<file path="src/rtl/seq_det_pkg.sv">
// Shared constants for the serial sequence detector: FSM encoding, default
// widths and the configuration length limit.
package seq_det_pkg;

  localparam int DEF_PAT_W = 8;
  localparam int DEF_DIV_W = 27;
  localparam int LEN_W     = 4;
  localparam int MAX_PAT_W = (1 << LEN_W) - 1;

  localparam logic [0:0] ST_IDLE = 1'b0;
  localparam logic [0:0] ST_RUN  = 1'b1;

  // A length is usable only if it selects at least one bit and fits the pattern.
  function automatic logic len_legal(input logic [LEN_W-1:0] len, input int max_len);
    return (len != '0) && (int'(len) <= max_len);
  endfunction

endpackage

</file>
<file path="src/rtl/seq_tick_gen.sv">
// Sample-rate divider: pulses tick once every div+1 enabled cycles.
module seq_tick_gen #(
  parameter int DIV_W = 27
) (
  input  logic             Clock,
  input  logic             Reset,
  input  logic             enable,
  input  logic [DIV_W-1:0] div,
  output logic             tick
);

  logic [DIV_W-1:0] count;

  assign tick = enable && (count == div);

  // Counter is held at zero while disabled so each RUN entry starts a fresh period.
  always_ff @(posedge Clock) begin
    if (Reset || !enable) begin
      count <= '0;
    end else if (tick) begin
      count <= '0;
    end else begin
      count <= count + 1'b1;
    end
  end

endmodule

</file>
<file path="src/rtl/seq_det_ctrl.sv">
// Configurable serial sequence detector with a sampled input, optional
// overlapping matches and a saturating match counter.
module seq_det_ctrl
  import seq_det_pkg::*;
#(
  parameter int PAT_W = DEF_PAT_W,
  parameter int DIV_W = DEF_DIV_W
) (
  input  logic             Clock,
  input  logic             Reset,
  input  logic             cfg_valid,
  output logic             cfg_ready,
  input  logic [PAT_W-1:0] cfg_pattern,
  input  logic [LEN_W-1:0] cfg_len,
  input  logic [DIV_W-1:0] cfg_div,
  input  logic             cfg_overlap,
  input  logic             start,
  input  logic             stop,
  input  logic             w,
  output logic             busy,
  output logic             z,
  output logic [7:0]       match_cnt,
  output logic             err
);

  logic [0:0]       state;
  logic [PAT_W-1:0] pat_q;
  logic [LEN_W-1:0] len_q;
  logic [DIV_W-1:0] div_q;
  logic             ovl_q;
  logic             cfg_loaded;
  logic [PAT_W-1:0] shreg;
  logic [LEN_W-1:0] bits_seen;

  logic             tick;
  logic             run_tick;
  logic [PAT_W-1:0] mask;
  logic [PAT_W-1:0] shift_next;
  logic [LEN_W-1:0] seen_inc;
  logic             is_match;

  assign busy      = (state == ST_RUN);
  assign cfg_ready = (state == ST_IDLE);

  seq_tick_gen #(
    .DIV_W(DIV_W)
  ) u_tick (
    .Clock (Clock),
    .Reset (Reset),
    .enable(busy),
    .div   (div_q),
    .tick  (tick)
  );

  // A tick on the stop cycle is dropped so no match can fire while leaving RUN.
  assign run_tick = tick && !stop;

  always_comb begin
    mask       = '0;
    shift_next = (shreg << 1) | PAT_W'(w);
    seen_inc   = (bits_seen < len_q) ? bits_seen + 1'b1 : bits_seen;
    for (int i = 0; i < PAT_W; i++) begin
      mask[i] = (i < int'(len_q));
    end
    is_match = run_tick && (seen_inc >= len_q) &&
               ((shift_next & mask) == (pat_q & mask));
  end

  always_ff @(posedge Clock) begin
    if (Reset) begin
      state      <= ST_IDLE;
      pat_q      <= '0;
      len_q      <= '0;
      div_q      <= '0;
      ovl_q      <= 1'b0;
      cfg_loaded <= 1'b0;
      err        <= 1'b0;
      shreg      <= '0;
      bits_seen  <= '0;
      z          <= 1'b0;
      match_cnt  <= '0;
    end else begin
      case (state)
        ST_IDLE: begin
          z <= 1'b0;
          if (cfg_valid) begin
            if (len_legal(cfg_len, PAT_W)) begin
              pat_q      <= cfg_pattern;
              len_q      <= cfg_len;
              div_q      <= cfg_div;
              ovl_q      <= cfg_overlap;
              cfg_loaded <= 1'b1;
              err        <= 1'b0;
            end else begin
              err <= 1'b1;
            end
          end
          if (start && !stop && cfg_loaded) begin
            state     <= ST_RUN;
            shreg     <= '0;
            bits_seen <= '0;
            match_cnt <= '0;
          end
        end
        default: begin
          z <= is_match;
          if (stop) begin
            state <= ST_IDLE;
          end
          if (run_tick) begin
            shreg     <= shift_next;
            bits_seen <= (is_match && !ovl_q) ? '0 : seen_inc;
          end
          if (is_match && (match_cnt != 8'hFF)) begin
            match_cnt <= match_cnt + 1'b1;
          end
        end
      endcase
    end
  end

endmodule

</file>
<file path="config.mk">
export PLATFORM = sky130hd
export DESIGN_NAME = seq_det_ctrl
export DESIGN_NICKNAME = d
export VERILOG_FILES = /design/src/rtl/seq_det_pkg.sv /design/src/rtl/seq_tick_gen.sv /design/src/rtl/seq_det_ctrl.sv
export SDC_FILE = /design/constraint.sdc
export NUM_CORES = 1
export LEC_CHECK = 0
export CORE_ASPECT_RATIO = 1.1
export CORE_UTILIZATION = 55
export DETAILED_ROUTE_END_ITERATION = 8
export GPL_TIMING_DRIVEN = 1
export PLACE_DENSITY = 0.84
export SLEW_MARGIN = 20
export SYNTH_ARGS = -nofsm -noshare
export SYNTH_HDL_FRONTEND = slang
export SYNTH_SLANG_ARGS = --single-unit
export TNS_END_PERCENT = 50
</file>
<file path="constraint.sdc">
create_clock -name Clock -period 3.6 [get_ports Clock]
set_clock_uncertainty 0.15 [all_clocks]
set_input_delay 0.54 -clock Clock [delete_from_list [all_inputs] [get_ports Clock]]
set_output_delay 0.54 -clock Clock [all_outputs]
set_load 0.02 [all_outputs]
</file>
run_1/power_grid.png
Bar = 20 um. Pins as bars on the die edge.
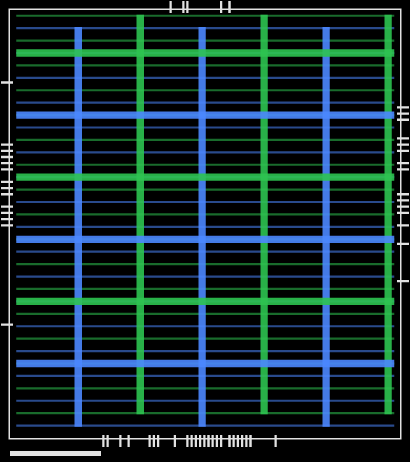
net	color
VDD	green
VSS	blue
signal pins	58
met4 straps	6
met1 rails	34
rows	33
met5 straps	6

run_1/io_fan.png
Bar = 20 um.
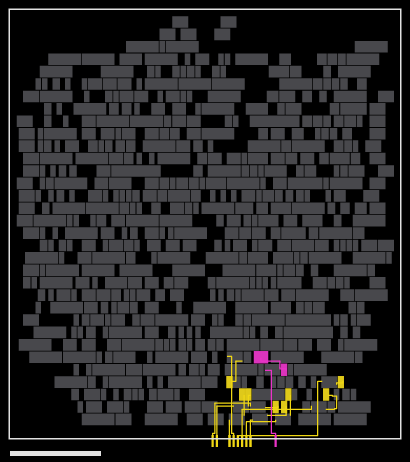
port	color	bits	direction	edge	end cells	buffers	wire
cfg_pattern	yellow	8	input	bottom	8	8	152 um
w	magenta	1	input	bottom	2	1	25.0 um
# IOs: 58
Port Buffers: 57

run_1/placement_by_type.png
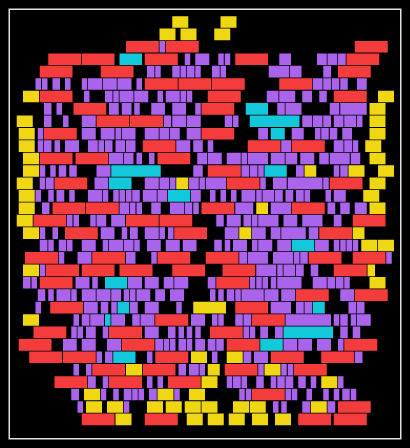
class	color	cells
other buffers and delay cells	yellow	64
combinational and other logic	purple	395
flops	red	90
clock drivers and dummy loads	cyan	16
Rows: 33
Final Cell Area: 0.005115 mm2
Seq area share: 35.23%
Final Core Density: 68.82%

==> ci_impl_report.md, run 1 <==
## Synthesis and layout report

| Metric | Value |
|---|---|
| Initial drt markers | 186 |
| Drt pass-1 iters | 4 |
| Vias/cell | 5.684 |
| Clk root buf | clkbuf_8 |
| Cts bufs inserted | 9 |
| Global-route wire length before repair | 16,120 um |
| Flip-flop and latch count | 90 |
| # clk buffers | 10 |
| Most used logic cell in the final layout | nand2_1 |
| FF-to-FF path depth | 13 |
| Layout cells sized above 1 | 6.372% |
| WL final | 9500 um |
| GPL Wtd Cong | 0.8940 |
| Yosys reg bits | 90 |
| Reg power frac | 50.1% |
| Reg-to-reg startpoint | len_q[1] |
| Multi-In Gates | 389 |
| Crit path capture | match_cnt[2] |
| Largest regs | div_q (27), u_tick.count (27) |
| Non-clock buffers | 64 |
| CP endpoint kind | register |
| Min Clock Period, post-route | 3.406 ns |
| Worst path max stage delay | 0.40 ns |
| Biggest Area Class | multi-input combinational cells |
| CTS Buffer Depth | 2 |
| Crit path launch type | register |
| Area leader share | 42.82% |
| Combinational Power | 0.214 mW |
| Worst endpoint data arrival time | 3.53 ns |
| Fillers | 597 |
| Critical-path cell list | inv_1 > ha_1 > a21oi_1 > o21ai_2 > mux2_2 > ha_1 > a21o_1 > a211o_1 > o2111ai_2 > nor4_4 > buf_4 > or2_2 > o311ai_2 |
| Final Power | 2.085 mW |
| Initial Util | 56.62% |
| Outcome | finished, final reports clean |
| Most instantiated logic cells after routing | nand2_1 (108), dfxtp_1 (90), clkdlybuf4s50_1 (56) |
| Chip Area, Yosys | 0.004208 mm2 |
| Sw power | 0.4911 mW |
| CTS tree | done |
| Endpoints failing hold | 0 |
| Die Y | 93.74 um |
| Tool warnings | 26 |
| Clk latency late pin | 0.36 ns |
| GRT met2 Usage | 46.30% |
| Critical Path Stages | 13 |
| Dpl cell area | 0.004842 mm2 |
| Max-cap violations | 0 |
| Yosys adder share | 2.974% |
| IR drop worst, VDD | 0.2372 mV |
| Avg WL per Cell | 14.57 um |
| Hold Path Class | reg -> reg |
| P per Cell Area | 407.6 mW/mm2 |
| Period utilization | 94.62% |
| Die width | 85.40 um |
| Yosys cell types | 46 |
| NonClk Buf Share | 12.33% |
| Synth top cell by count | nand2_1 |
| Rel. slew slack | 41.62% |
| CP Class | reg -> reg |
| Final setup TNS | 0 ns |
| Static leakage | 1.824 nW |
| Final #Nets | 616 |
| CP startpoint | len_q[1] |
| Crit Path Max Fanout | 12 |
| CTS clk-pin slew, worst paths | 0.08 ns |
| Drt drc | 0 |
| Worst Tran Pin Value | 0.8736 ns |
| Avg Cell Area, Syn | 8.267 um2 |
| Wire length on met2 | 4925 um |
| Sw Share | 23.56% |
| WL met3 | 354 um |
| Floorplan Nets | 565 |
| Placed cells | 635 |
| Layout Area Growth over Synthesis | 21.56% |
| Clk tree area frac | 4.721% |
| Inverters, non-clock | 6 |
| Worst path required time | 3.72 ns |
| Yosys Instances | 509 |
| Pre-CTS setup slack | 0.06333 ns |
| Post-synth EDFFs | 0 |
| Yosys aoi share | 10.91% |
| Int Pwr | 1.593 mW |
| Post-cts resize count | 0 |
| Sequential logic power | 1.04 mW |
| Hold Crit Start | div_q[12] |
| Mux share | 0.2676% |
| Combinational Power Share | 10.3% |
==> run 2, diff against run 1 <==
- CORE_UTILIZATION: 55 -> 49
- PLACE_DENSITY: 0.84 -> 0.79
- clock period: 3.6 -> 2.76 ns (I/O delays scaled with it)
run_2/placement_by_type.png
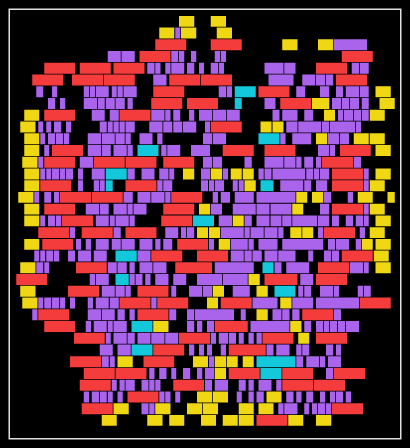
class	color	cells
clock drivers and dummy loads	cyan	16
combinational and other logic	purple	395
flops	red	90
other buffers and delay cells	yellow	90
Rows: 35
Final Core Density: 65.55%
CORE AREA: 0.008364 mm2
Final Cell Area: 0.005483 mm2
Seq area share: 33.04%

==> ci_impl_report.md, run 2 <==
## Synthesis and layout report

| Metric | Value |
|---|---|
| Reg2reg setup slack | -0.26 ns |
| Peak Freq | 330.6 MHz |
| Cts bufs inserted | 9 |
| Period utilization | 109.6% |
| Xor-xnor portion of the synthesized cell area | 13.32% |
| Layout Area Growth over Synthesis | 30.30% |
| Sw power | 0.6711 mW |
| Post-cts resize count | 5 |
| Drt pass-1 iters | 4 |
| Int Pwr | 1.918 mW |
| Static leakage | 1.976 nW |
| Most used DFF post-synth | dfxtp_1 |
| Combinational Power | 0.341 mW |
| Die width | 90.36 um |
| CP bufs+invs | 3 |
| Hold path depth | 2 |
| Slew Viols, Final | 0 |
| Port Buffers | 57 |
| Area leader share | 42.82% |
| Yosys cell types | 46 |
| M3 GR Usage | 4.358% |
| Layout cells sized above 1 | 14.72% |
| Simple share | 26.85% |
| Die Y | 99.19 um |
| Antenna viol nets, final | 0 |
| Finished Layout Cells | 702 |
| Worst Tran Pin Value | 0.6561 ns |
| Most frequent cells after synthesis | nand2_1 (108), dfxtp_1 (90), a21oi_1 (55), nor2_1 (39), xnor2_1 (36) |
| Sw Share | 25.92% |
| Worst endpoint data arrival time | 3.15 ns |
| Max-cap violations | 0 |
| Final setup TNS | -2.532 ns |
| Multi-In Gates | 389 |
| Mux share | 0.2676% |
| M1 WL | 4256 um |
| Avg WL per Cell | 14.48 um |
| Clk tree area frac | 3.606% |
| Most used logic cell in the final layout | nand2_1 |
| Critical-path cell list | inv_4 > ha_4 > a21oi_4 > o21ai_4 > buf_4 > nor2_1 > xor2_1 > ha_1 > a211o_1 > o2111ai_4 > nor4_4 > buf_4 > or2_4 > o311ai_2 |
| GRT met2 Usage | 42.87% |
| Logic area | 0.002487 mm2 |
| Vias/cell | 5.439 |
| Diodes inserted | 0 |
| Global-route wire length before repair | 16,930 um |
| Final #Nets | 642 |
| Initial Util | 50.31% |
| Initial drt markers | 114 |
| Critical Path Stages | 14 |
| Met1 usage | 27.29% |
| Endpoints failing hold | 0 |
| Hold Crit Endpoint | bits_seen[1] |
| Reg-to-reg startpoint | len_q[3] |
| Crit path capture | match_cnt[2] |
| Clk root buf | clkbuf_8 |
| Biggest Area Class | multi-input combinational cells |
| Ys Warns | 0 |
| Hold Crit Start | Reset |
| CTS clk-pin slew, worst paths | 0.09 ns |
| Mapped Cells | 509 |
| Flip-flop and latch count | 90 |
| Yosys reg bits | 90 |
| Via count | 3,818 |
| Placed cells | 684 |
| CTS Buffer Depth | 2 |
| Avg Cell Area, Syn | 8.267 um2 |
| Yosys adder share | 2.974% |
| CP Class | reg -> reg |
| Logic share of the area | 45.37% |
| Uppermost layer routed | met4 |
| P per Cell Area | 472.2 mW/mm2 |
| Post-synth EDFFs | 0 |
| WL final | 10,160 um |
| IR drop worst, VDD | 0.2584 mV |
| Yosys Instances | 509 |
| Floorplan Nets | 565 |
| FF-to-FF path depth | 14 |
| Worst path max stage delay | 0.37 ns |
| Clk latency late pin | 0.36 ns |
| Final Power | 2.589 mW |
| Reg power frac | 52.5% |
| Non-clock buffers | 90 |
| Worst path required time | 2.88 ns |
| Drt drc | 0 |
| Yosys aoi share | 10.91% |
| CP endpoint kind | register |
| CP startpoint | len_q[3] |
| Final setup viols | 12 |
| Min Clock Period, post-route | 3.025 ns |
| RR Endpoint | match_cnt[2] |
| # clk buffers | 11 |
| GPL Wtd Cong | 0.9025 |
| Chip Area, Yosys | 0.004208 mm2 |
| Worst hold margin | 0.3161 ns |
| Synth area leaders | dfxtp_1 (43%), nand2_1 (9.6%), xnor2_1 (7.5%), a21oi_1 (6.5%), xor2_1 (5.8%) |
| Rel. slew slack | 55.68% |
| Dpl cell area | 0.005194 mm2 |
| Setup ws final | -0.2647 ns |
| Pre-CTS setup slack | -0.1882 ns |
| NonClk Buf Share | 14.90% |
| Crit Path Max Fanout | 5 |
| Outcome | finished with violations |
| Number of global-route vias before repair | 3,717 |
| Synth top cell by count | nand2_1 |
| Combinational Power Share | 13.2% |
| Leading power group | registers |
| Inverters, non-clock | 6 |
| Crit path launch type | register |
| H-tree lvl count | 3 |
| Most instantiated logic cells after routing | nand2_1 (107), dfxtp_1 (86), clkdlybuf4s50_1 (56) |
| Area leader, netlist | dfxtp_1 |
| Largest regs | div_q (27), u_tick.count (27) |
| # IOs | 58 |
| Hold Path Class | in -> reg |
| Fillers | 666 |
| Wire length on met2 | 5308 um |
| Tool warnings | 29 |
| Failing checks | negative setup slack |
| WL met3 | 406 um |
| CTS tree | done |
| Sequential logic power | 1.36 mW |
==> run 3, diff against run 2 <==
- CORE_ASPECT_RATIO: 1.1 -> 1.25
run_3/cell_density.png
Bar = 20 um. 8 x 11 tiles, from black (low) to pale yellow (high), 0 to 100% covered.
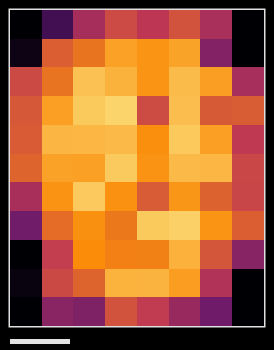
densest ninth of the die	middle
emptiest ninth of the die	bottom left
tiles over 75% full	42%
fullest tile	91%

==> ci_impl_report.md, run 3 <==
## Synthesis and layout report

| Metric | Value |
|---|---|
| Synth area leaders | dfxtp_1 (43%), nand2_1 (9.6%), xnor2_1 (7.5%), a21oi_1 (6.5%), xor2_1 (5.8%) |
| # clk buffers | 11 |
| Logic share of the area | 45.17% |
| Inverters, non-clock | 6 |
| NonClk Buf Share | 14.92% |
| Fillers | 699 |
| Clk root buf | clkbuf_8 |
| Avg Cell Area, Syn | 8.267 um2 |
| Simple share | 26.85% |
| Floorplan Nets | 565 |
| M3 GR Usage | 3.446% |
| Mux share | 0.2676% |
| Yosys adder share | 2.974% |
| Seq area share | 33.01% |
| Yosys reg bits | 90 |
| H-tree lvl count | 3 |
| Tool warnings | 29 |
| Sw power | 0.6340 mW |
| Combinational Power Share | 12.9% |
| Area leader, netlist | dfxtp_1 |
| GRT Overall Usage | 23.68% |
| Worst hold margin | 0.3224 ns |
| Hold path depth | 2 |
| Die width | 84.89 um |
| Most used DFF post-synth | dfxtp_1 |
| Worst path required time | 2.89 ns |
| Post-cts resize count | 8 |
| Initial Util | 50.78% |
| Register area share after synthesis | 42.82% |
| Critical Path Stages | 13 |
| Period utilization | 110.6% |
| Final Power | 2.704 mW |
| P per Cell Area | 493.0 mW/mm2 |
| Antenna viol nets, final | 0 |
| Post-synth EDFFs | 0 |
| Clk tree area frac | 4.130% |
| Slew Viols, Final | 0 |
| Ys Warns | 0 |
| CP startpoint | len_q[1] |
| Crit path launch type | register |
| Max-cap violations | 0 |
| CP endpoint kind | register |
| Xor-xnor portion of the synthesized cell area | 13.32% |
| Non-clock buffers | 89 |
| Via count | 3,697 |
| GRT met2 Usage | 44.08% |
| Crit Path Max Fanout | 5 |
| Layout cells sized above 1 | 14.26% |
| Synth top cell by count | nand2_1 |
| Endpoints failing hold | 0 |
| Mapped Cells | 509 |
| Leading power group | registers |
| Clock power share | 36.9% |
| Worst endpoint data arrival time | 3.18 ns |
| WL final | 9948 um |
| Outcome | finished with violations |
| Final setup TNS | -2.940 ns |
| Min Clock Period, post-route | 3.053 ns |
| IR drop worst, VDD | 0.3258 mV |
| RSZ-0062 raised after global routing | true |
| Hold Crit Endpoint | div_q[14] |
| Biggest Area Class | multi-input combinational cells |
| Crit path capture | bits_seen[2] |
| Reg power frac | 50.3% |
| Pre-CTS setup slack | -0.1780 ns |
| Worst path max stage delay | 0.39 ns |
| Drt pass-1 iters | 6 |
| Global-route wire length before repair | 16,860 um |
| Initial drt markers | 214 |
| Wire length on met2 | 5413 um |
| Avg WL per Cell | 14.50 um |
| Setup ws final | -0.2934 ns |
| WL met3 | 234 um |
| Yosys aoi share | 10.91% |
| Share of synthesized registers carrying an async set or reset | 0% |
| Sequential logic power | 1.36 mW |
| Most used logic cell in the final layout | nand2_1 |
| Port Buffers | 57 |
| Rel. slew slack | 50.92% |
| Yosys cell types | 46 |
| Failing checks | design-rule violations, negative setup slack |
| FF/Latch Area | 0.001810 mm2 |
| Multi-In Gates | 389 |
| CP Class | reg -> reg |
| Area leader share | 42.82% |
| Hold Path Class | reg -> reg |
| Yosys Instances | 509 |
| # IOs | 58 |
| Hold Crit Start | div_q[14] |
| Largest regs | div_q (27), u_tick.count (27) |
| RR Endpoint | bits_seen[2] |
| Logic area | 0.002477 mm2 |
| Most frequent cells after synthesis | nand2_1 (108), dfxtp_1 (90), a21oi_1 (55), nor2_1 (39), xnor2_1 (36) |
| Int Pwr | 2.070 mW |
| Die Y | 105.6 um |
| Layout Area Growth over Synthesis | 30.33% |
| Chip Area, Yosys | 0.004208 mm2 |
| Largest net degree at the start of global routing | 43 |
| Clock-net power | 0.997 mW |
| Diodes inserted | 0 |
| Rows | 37 |
| Uppermost layer routed | met4 |
| Critical-path cell list | inv_6 > ha_4 > a21oi_4 > o21ai_4 > mux2_4 > ha_4 > a21o_1 > a211o_1 > o2111ai_4 > buf_4 > nor3_4 > or3b_4 > a21oi_2 |
| Drt drc | 4 |
| Reg2reg setup slack | -0.29 ns |
| Cts bufs inserted | 9 |
| Initial antenna violation count | 0 |
| Finished Layout Cells | 686 |
| CP dominant cell by count | ha_4 |
| Most instantiated logic cells after routing | nand2_1 (107), dfxtp_1 (87), clkdlybuf4s50_1 (56) |
| Main kind of combinational logic by area | simple AND/OR/NAND/NOR gates |
| Peak Freq | 327.5 MHz |
| CTS Buffer Depth | 2 |
| Critical path's slowest cell | or3b_4 |
| CTS tree | done |
| CORE AREA | 0.008287 mm2 |
| Dpl cell area | 0.005166 mm2 |
| Combinational Power | 0.348 mW |
| Worst Tran Pin Value | 0.7268 ns |
| Placed cells | 667 |
| Final #Nets | 641 |
| FF-to-FF path depth | 13 |
| Clk sink count | 90 |
| CTS clk-pin slew, worst paths | 0.09 ns |
| Clk latency late pin | 0.35 ns |
| Final Cell Area | 0.005484 mm2 |
| Final setup viols | 12 |
| M1 WL | 4140 um |
| Sw Share | 23.45% |
| Reg-to-reg startpoint | len_q[1] |
| Vias/cell | 5.389 |
| Number of global-route vias before repair | 3,640 |
| Static leakage | 1.981 nW |
| Final Core Density | 66.18% |
| Met1 usage | 27.82% |
| # hold bufs at CTS | 0 |
| GPL Wtd Cong | 0.8360 |
| CP bufs+invs | 2 |
| Flip-flop and latch count | 90 |
Power figures rest on the tool's default switching activity, not on a simulated workload.
